Design booth_mult, sky130hd; sources not shown.
### M4 wires, run 1

Bar = 50 um.
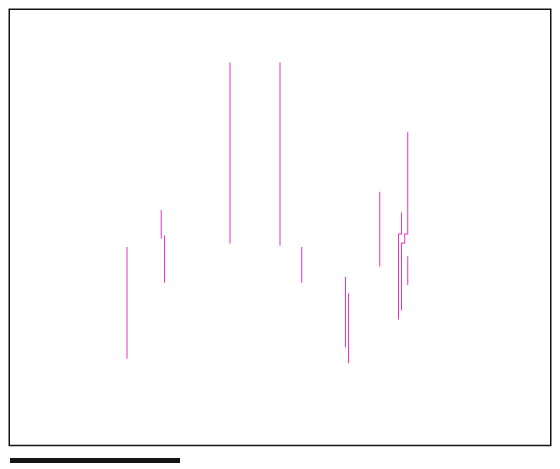
main direction: vertical
longest straight run: 53.7 um
wire length on this layer: 329 um
share of all routed wire: 1.5%
via count: 7,350
final wirelength: 22,200 um

### Where the registers sit, run 1

Bar = 50 um. Other sequential cells in the stronger gray, the rest of the logic in the fainter gray.
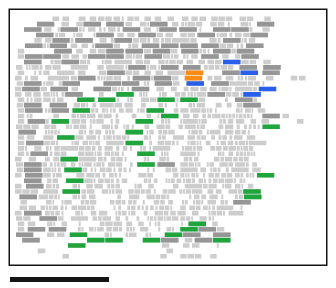
[state_q] orange | flops: 2
[count] blue | flops: 5
[a_reg] green | flops: 32
not colored: 98
P_seq: 1.34 mW
Seq. cell area: 3430 um^2

### Logic cells by family, run 1

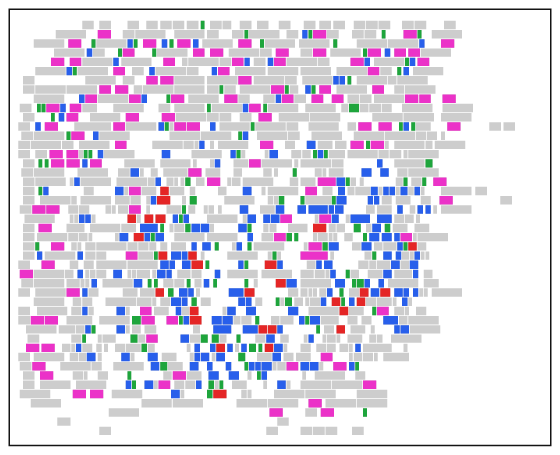
[aoi and oai cells] blue | cells: 198
[nand cells] green | cells: 113
[mux cells] magenta | cells: 113 | where: widely spread
[non-inverting ao/oa cells] red | cells: 28
Comb area share: 0.474
Commonest Layout Cell: dfrtp_1
Final Non-Filler Cells: 1,283

==> results_slide.txt, run 1 <==
Implementation Results

Route
  • Final antenna-violating net count: 0
  • DRC Markers: 0
  • Via/cell ratio: 5.73
  • WL/cell: 17.3 um
  • Initial DRT Pass Iterations: 5
  • Initial DRC Count: 705

Power and ir drop
  • VDD IR-drop max: 0.264 mV
  • Pwr Total: 4.52 mW
  • LEAKAGE: 4.58 nW
  • PD cells: 421 nW/um^2

Finish
  • Nets@finish: 1,116
  • Final core utilization: 0.567
  • Fin area: 10,700 um^2
  • Layout cells sized above 1: 0.168
  • Ant diodes: 0
  • Syn-to-layout area delta: 23.7%
  • Fill cell count: 1,629

Yosys
  • Mapped cell area: 8670 um^2
  • Synth top area cells: dfrtp_1 40%, mux2_2 8.4%, mux2i_1 5.4%
  • Dominant Register Cell: dfrtp_1
  • Mapped Nets: 1,021
  • Synth flops: 137
  • Area leader, netlist: dfrtp_1
  • Mapped Cells: 917
  • Top-count cell post-synth: dfrtp_1
  • Yosys top cell area share: 0.395
  • YS chip area: 8670 um^2
  • Post-synth EDFFs: 0
  • # Cells Yosys: 917
  • Ys Warns: 0
  • Synth Seq Share: 0.395
  • Async SR Flop Fraction: 1.00
  • Mean area per synthesized cell: 9.46 um^2
  • Top cells by count: 137 x dfrtp_1, 90 x nor2_1, 89 x nand2_1
  • Yosys cell types: 73

Clock network
  • CTS clk-pin slew, worst paths: 0.07 ns
  • CTS tree: yes
  • Root buffer cell: clkbuf_16
  • Insertion delay at the late pin of the worst-skew pair: 0.43 ns
  • Cts hold-fix bufs: 0
  • Clock tree buffer depth: 2
  • Clock sinks: 137
  • H-tree lvl count: 4
  • CTS Buf Count: 17

Flow run
  • Tool warning count: 26
  • Max-cap check violation count: 0

Worst setup path
  • Critical path class: reg2reg
  • Crit start category: register
  • Worst endpoint required time: 5.53 ns
  • Arrival time at the worst endpoint: 5.32 ns
  • R2R cell count: 19
  • Crit Path Max Fanout: 5
  • R2R setup slack: 0.21 ns
  • CP endpoint kind: register

Timing
  • WHS: 0.189 ns
  • Slew HR: 0.410
  • Fin crit period: 5.01 ns
  • Setup WS post-layout: 0.215 ns
  • Final setup TNS: 0 ns
  • Fmax: 0.200 GHz
  • Worst Max-Slew Pin Slew: 0.885 ns
  • Layout Skew: 0.0118 ns
  • # setup viols final: 0
  • Post-layout period usage: 0.959
  • Hold Vio Cnt, Final: 0
  • Slew Limit Fails: 0

Global route
  • Initial antenna violation count: 0
  • First-pass GRT wire length: 36,000 um
  • Largest net degree at the start of global routing: 99
  • Gr ovfl total: 0
  • Total track usage: 0.220
  • Number of global-route vias before repair: 6,956

Place
  • Post-DP Area: 9980 um^2
  • DP Cell Count: 1,244
  • Worst slack, placed: -0.0166 ns
  • RePlAce Congestion: 0.910
  • I/O Buffers: 100
  • HPWL after DPL: 15,500 um

Floorplan
  • Die area: 20,400 um^2
  • Core box area: 18,900 um^2
  • DIE WIDTH: 159 um
  • Top Ports: 101
  • Die Y: 128 um
  • Site Rows: 45
  • Initial Util: 0.458

Run status
  • Status: finished, final reports clean

Min path
  • Hold Path Class: in2async
==> run 1: power by group <==
part	internal [mW]	switching (mW)
Sequential	1.20	0.147
Clock	0.676	0.524
Combinational	0.856	1.12
==> run 1: worst max-delay path, stage by stage, from the launching register on <==
cell and delay, ns:
dfrtp_1 0.40, or4_4 0.58, nor4_4 0.31, buf_4 0.16, and4b_4 0.28, nor4b_4 0.39, nor2_1 0.10, xnor2_1 0.15
ha_1 0.34, a211oi_2 0.26, o21bai_1 0.13, a211oi_2 0.26, o21ai_2 0.10, nor4b_1 0.50, nor4_4 0.11, mux2i_1 0.19
and3_1 0.17, and4bb_1 0.20, mux2i_1 0.08, o22a_1 0.18
==> run 1: cell usage in the layout, fill, tap and decap left out, types with 4 or more instances in the layout <==
cell	instances
dfrtp_1	137
xnor2_1	41
nor2b_1	8
inv_8	5
inv_1	20
clkdlybuf4s50_1	98
or4_1	5
o21bai_1	9
mux2i_1	46
clkbuf_16	17
o21ai_2	4
and4_1	4
nand3_1	11
a31oi_1	6
o211ai_1	12
a211oi_1	26
buf_4	33
a21o_1	11
o21a_1	6
nand2_1	89
inv_6	5
xor2_1	11
ha_1	34
o21ai_1	4
nor2_1	90
a21oi_1	51
nor3_1	15
a21oi_2	7
and3_1	5
nor4_1	6
o21ai_0	57
nand4_1	9
mux2_2	65
==> run 1: layout make-up <==
type / count / area, um^2 / share of cell area
Clock buffer: 17 / 425 / 0.0396
Inverter: 20 / 75.1 / 0.00700
Tap cell: 258 / 323 / 0.0301
Clock inverter: 15 / 155 / 0.0145
Sequential cell: 137 / 3430 / 0.319
Multi-Input combinational cell: 704 / 5080 / 0.474
Timing Repair Buffer: 132 / 1240 / 0.116
==> run 1: cell families (layout without fill, tap and decap cells) <==
family          Yosys count  after routing  share of synthesized area
compound gates          226            226                      0.167
xor+xnor                 53             53                     0.0544
mux                     113            113                      0.140
simple gates            275            275                      0.154
fa+ha+maj                37             37                     0.0542
buf+inv                  76            184                     0.0342
flops                   137            137                      0.395
==> run 1: timing repair <==
action / 4_1_cts / 5_1_grt
hold endpoints to repair: 0 / 0
setup buffers: 0 / 7
gates resized: 1 / 25
endpoints found under the setup margin: 1 / 2
pin swaps: 0 / 11
==> run 1: per-layer routing <==
metal  vias up  track usage  part of all wire
met2       223        0.355              0.46
met4         0       0.0610             0.015
met5         -            0                 0
met3        30       0.0427             0.050
met1      3584        0.303              0.47
li1       3513            -                 -
### Congestion heat map, run 1

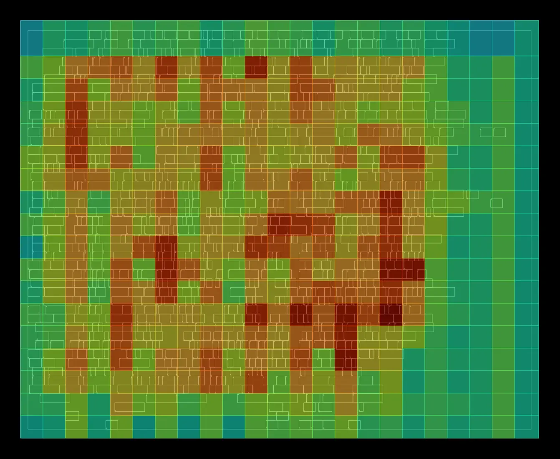

==> inputs of run 2 (changes only) <==
--- a/config.mk
+++ b/config.mk
@@ -9,9 +9,9 @@
 export CAP_MARGIN = 20
 export CORE_ASPECT_RATIO = 0.8
 export CORE_MARGIN = 2
-export CORE_UTILIZATION = 45
+export CORE_UTILIZATION = 25
 export DETAILED_ROUTE_END_ITERATION = 6
-export PLACE_DENSITY = 0.78
+export PLACE_DENSITY = 0.52
 export SLEW_MARGIN = 10
 export SYNTH_ARGS = -nofsm -noshare
 export SYNTH_HDL_FRONTEND = slang
### Congestion heat map, run 2

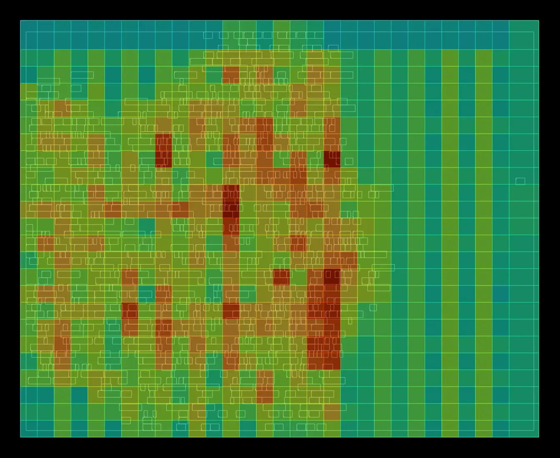
GR Layer Usage met1: 0.186
WL/cell: 15.7 um
final core utilization: 0.324

==> run 2 against run 1 <==
Net effect: cell area rose by 2.6%; critical path type unchanged; cell count rose by 16%; largest power group unchanged; combinational power fell by 3%; largest cell class unchanged; critical path depth rose by 1.
==> results_slide.txt, run 2 <==
Implementation Results

Place
  • RePlAce Congestion: 0.845 (-7.1%)
  • HPWL after DPL: 16,600 um (+7.0%)
  • I/O Buffers: 100 (unchanged)
  • Worst slack, placed: 0.000461 ns (+0.0170 ns)

Yosys
  • Synth top area cells: dfrtp_1 40%, mux2_2 8.4%, mux2i_1 5.4%
  • Yosys simple share: 0.154 (unchanged)
  • # Cells Yosys: 917 (unchanged)
  • Area leader, netlist: dfrtp_1
  • Yosys cell types: 73 (unchanged)
  • Yosys top cell area share: 0.395 (unchanged)
  • Async SR Flop Fraction: 1.00 (unchanged)
  • YS chip area: 8670 um^2 (unchanged)
  • Dominant Register Cell: dfrtp_1
  • Complex Gates by Area: 0.167 (unchanged)
  • Synth flops: 137 (unchanged)
  • Mapped cell area: 8670 um^2 (unchanged)
  • Main logic family: AND-OR/OR-AND gates
  • Ys Warns: 0 (unchanged)
  • Mapped Cells: 917 (unchanged)
  • Mapped Nets: 1,021 (unchanged)

Worst setup path
  • Worst Path Buf+Inv: 0 (-1)
  • Crit start category: register
  • R2R cell count: 20 (+1)
  • CP delay by family, top: simple AND/OR/NAND/NOR gates
  • Worst path depth: 20 (+1)
  • R2R setup slack: 0.30 ns (+0.09 ns)
  • Crit Path Max Fanout: 4 (-1)
  • Worst endpoint required time: 5.53 ns (about the same)
  • CP max stage delay: 0.57 ns (about the same)
  • CP endpoint kind: register

Route
  • Routed wl met3: 1720 um (+57%)
  • Top routing layer used: met4
  • Via/cell ratio: 4.74 (-17%)
  • M1 WL: 11,500 um (+9.7%)
  • Met2 wire len: 9650 um (-6.4%)
  • Initial DRC Count: 331 (-53%)
  • Final antenna-violating net count: 0 (unchanged)

Finish
  • Commonest Layout Cell: dfrtp_1
  • Seq. cell area: 3430 um^2 (unchanged)
  • Fill cell count: 3,571 (+120%)
  • Fin area: 11,000 um^2 (+2.6%)
  • Nets@finish: 1,112 (-0.36%)

Global route
  • Gr ovfl total: 0 (unchanged)
  • First-pass GRT wire length: 38,000 um (+5.5%)
  • Initial antenna violation count: 1 (+1)
  • Largest net degree at the start of global routing: 106 (+7.1%)

Clock network
  • Root buffer cell: clkbuf_16
  • H-tree lvl count: 4 (unchanged)
  • Clock sinks: 137 (unchanged)
  • Cts hold-fix bufs: 0 (unchanged)

Timing
  • Fmax: 0.203 GHz (+1.7%)
  • Setup WS post-layout: 0.301 ns (+0.0859 ns)
  • Fin crit period: 4.92 ns (-0.0859 ns)
  • Final setup TNS: 0 ns (unchanged)
  • # setup viols final: 0 (unchanged)
  • WHS: 0.214 ns (+0.0248 ns)
  • Slew Limit Fails: 0 (unchanged)
  • Layout Skew: 0.0126 ns (+0.000764 ns)

Floorplan
  • Die area: 36,200 um^2 (+77%)
  • Die Y: 171 um (+33%)
  • Site Rows: 60 (+33%)
  • Initial Util: 0.256 (-0.203)
  • Core box area: 33,900 um^2 (+79%)

Flow run
  • Tool warning count: 28 (+7.7%)

Power and ir drop
  • PD cells: 421 nW/um^2 (about the same)
  • VDD IR-drop max: 0.198 mV (-25%)

Run status
  • Status: finished, final reports clean
### Metal layers overlaid, run 2

Two of the layers only.
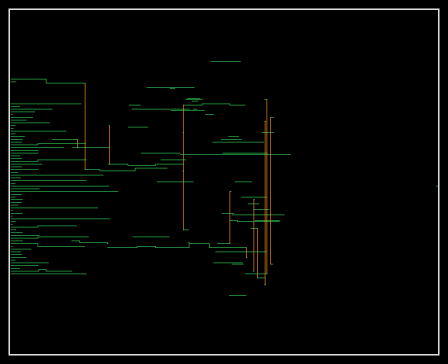
[metal 3] green | wire length: 1,720 um
[metal 4] orange | wire length: 458 um
final wirelength: 23,300 um
via count: 7,037
total track usage: 0.131

-- run 2: logic make-up after synthesis --
logic type,Yosys count
AND/OR/NAND/NOR,275
AND-OR/OR-AND,226
XOR/XNOR,53
flip-flops,137
buffers and inverters,76
multiplexers,113
adder cells (fa/ha/maj),37
-- run 2: per-layer routing --
layer / vias to the layer above / global-route usage
met4: 0 / 0.0331
met3: 27 / 0.0430
met2: 166 / 0.191
li1: 3486 / -
met5: - / 0
met1: 3358 / 0.186
-- run 2: area by class of cell --
| cell class | instances | share of cell area |
|---|---|---|
| inverters | 20 | 0.00682 |
| clock inverters | 14 | 0.0215 |
| multi-input cells | 704 | 0.459 |
| flip-flops and latches | 137 | 0.312 |
| well taps | 465 | 0.0529 |
| clock buffers | 17 | 0.0387 |
| repair buffers | 128 | 0.110 |
-- run 2: worst reg2reg max path: cells and delay by family, from the launching register on --
| kind | cells | cell delay [ns] |
|---|---|---|
| adder cells (fa/ha/maj) | 1 | 0.33 |
| flip-flops | 1 | 0.38 |
| AND-OR/OR-AND | 7 | 1.12 |
| XOR/XNOR | 1 | 0.14 |
| AND/OR/NAND/NOR | 9 | 2.39 |
| multiplexers | 2 | 0.45 |
-- run 2: repair_timing --
action                     CTS  global route
buffers inserted             0             1
pin swaps                    0             2
setup endpoints to repair    1             6
gates cloned                 0             0
resized                      1            17
-- run 2: metrics by stage --
stage / std cells / util
after floorplan: 917 / -
after global placement: 1453 / 0.302
after detailed placement: 1453 / 0.302
after CTS: 1484 / 0.322
after global routing: 1485 / 0.324
final: 1485 / 0.324
-- run 2: report_power, final --
group	total, mW	internal (mW)	switching (mW)
Combinational	1.91	0.829	1.08
Clock	1.38	0.862	0.516
Sequential	1.35	1.20	0.150
Power and IR drop assume default switching activity.
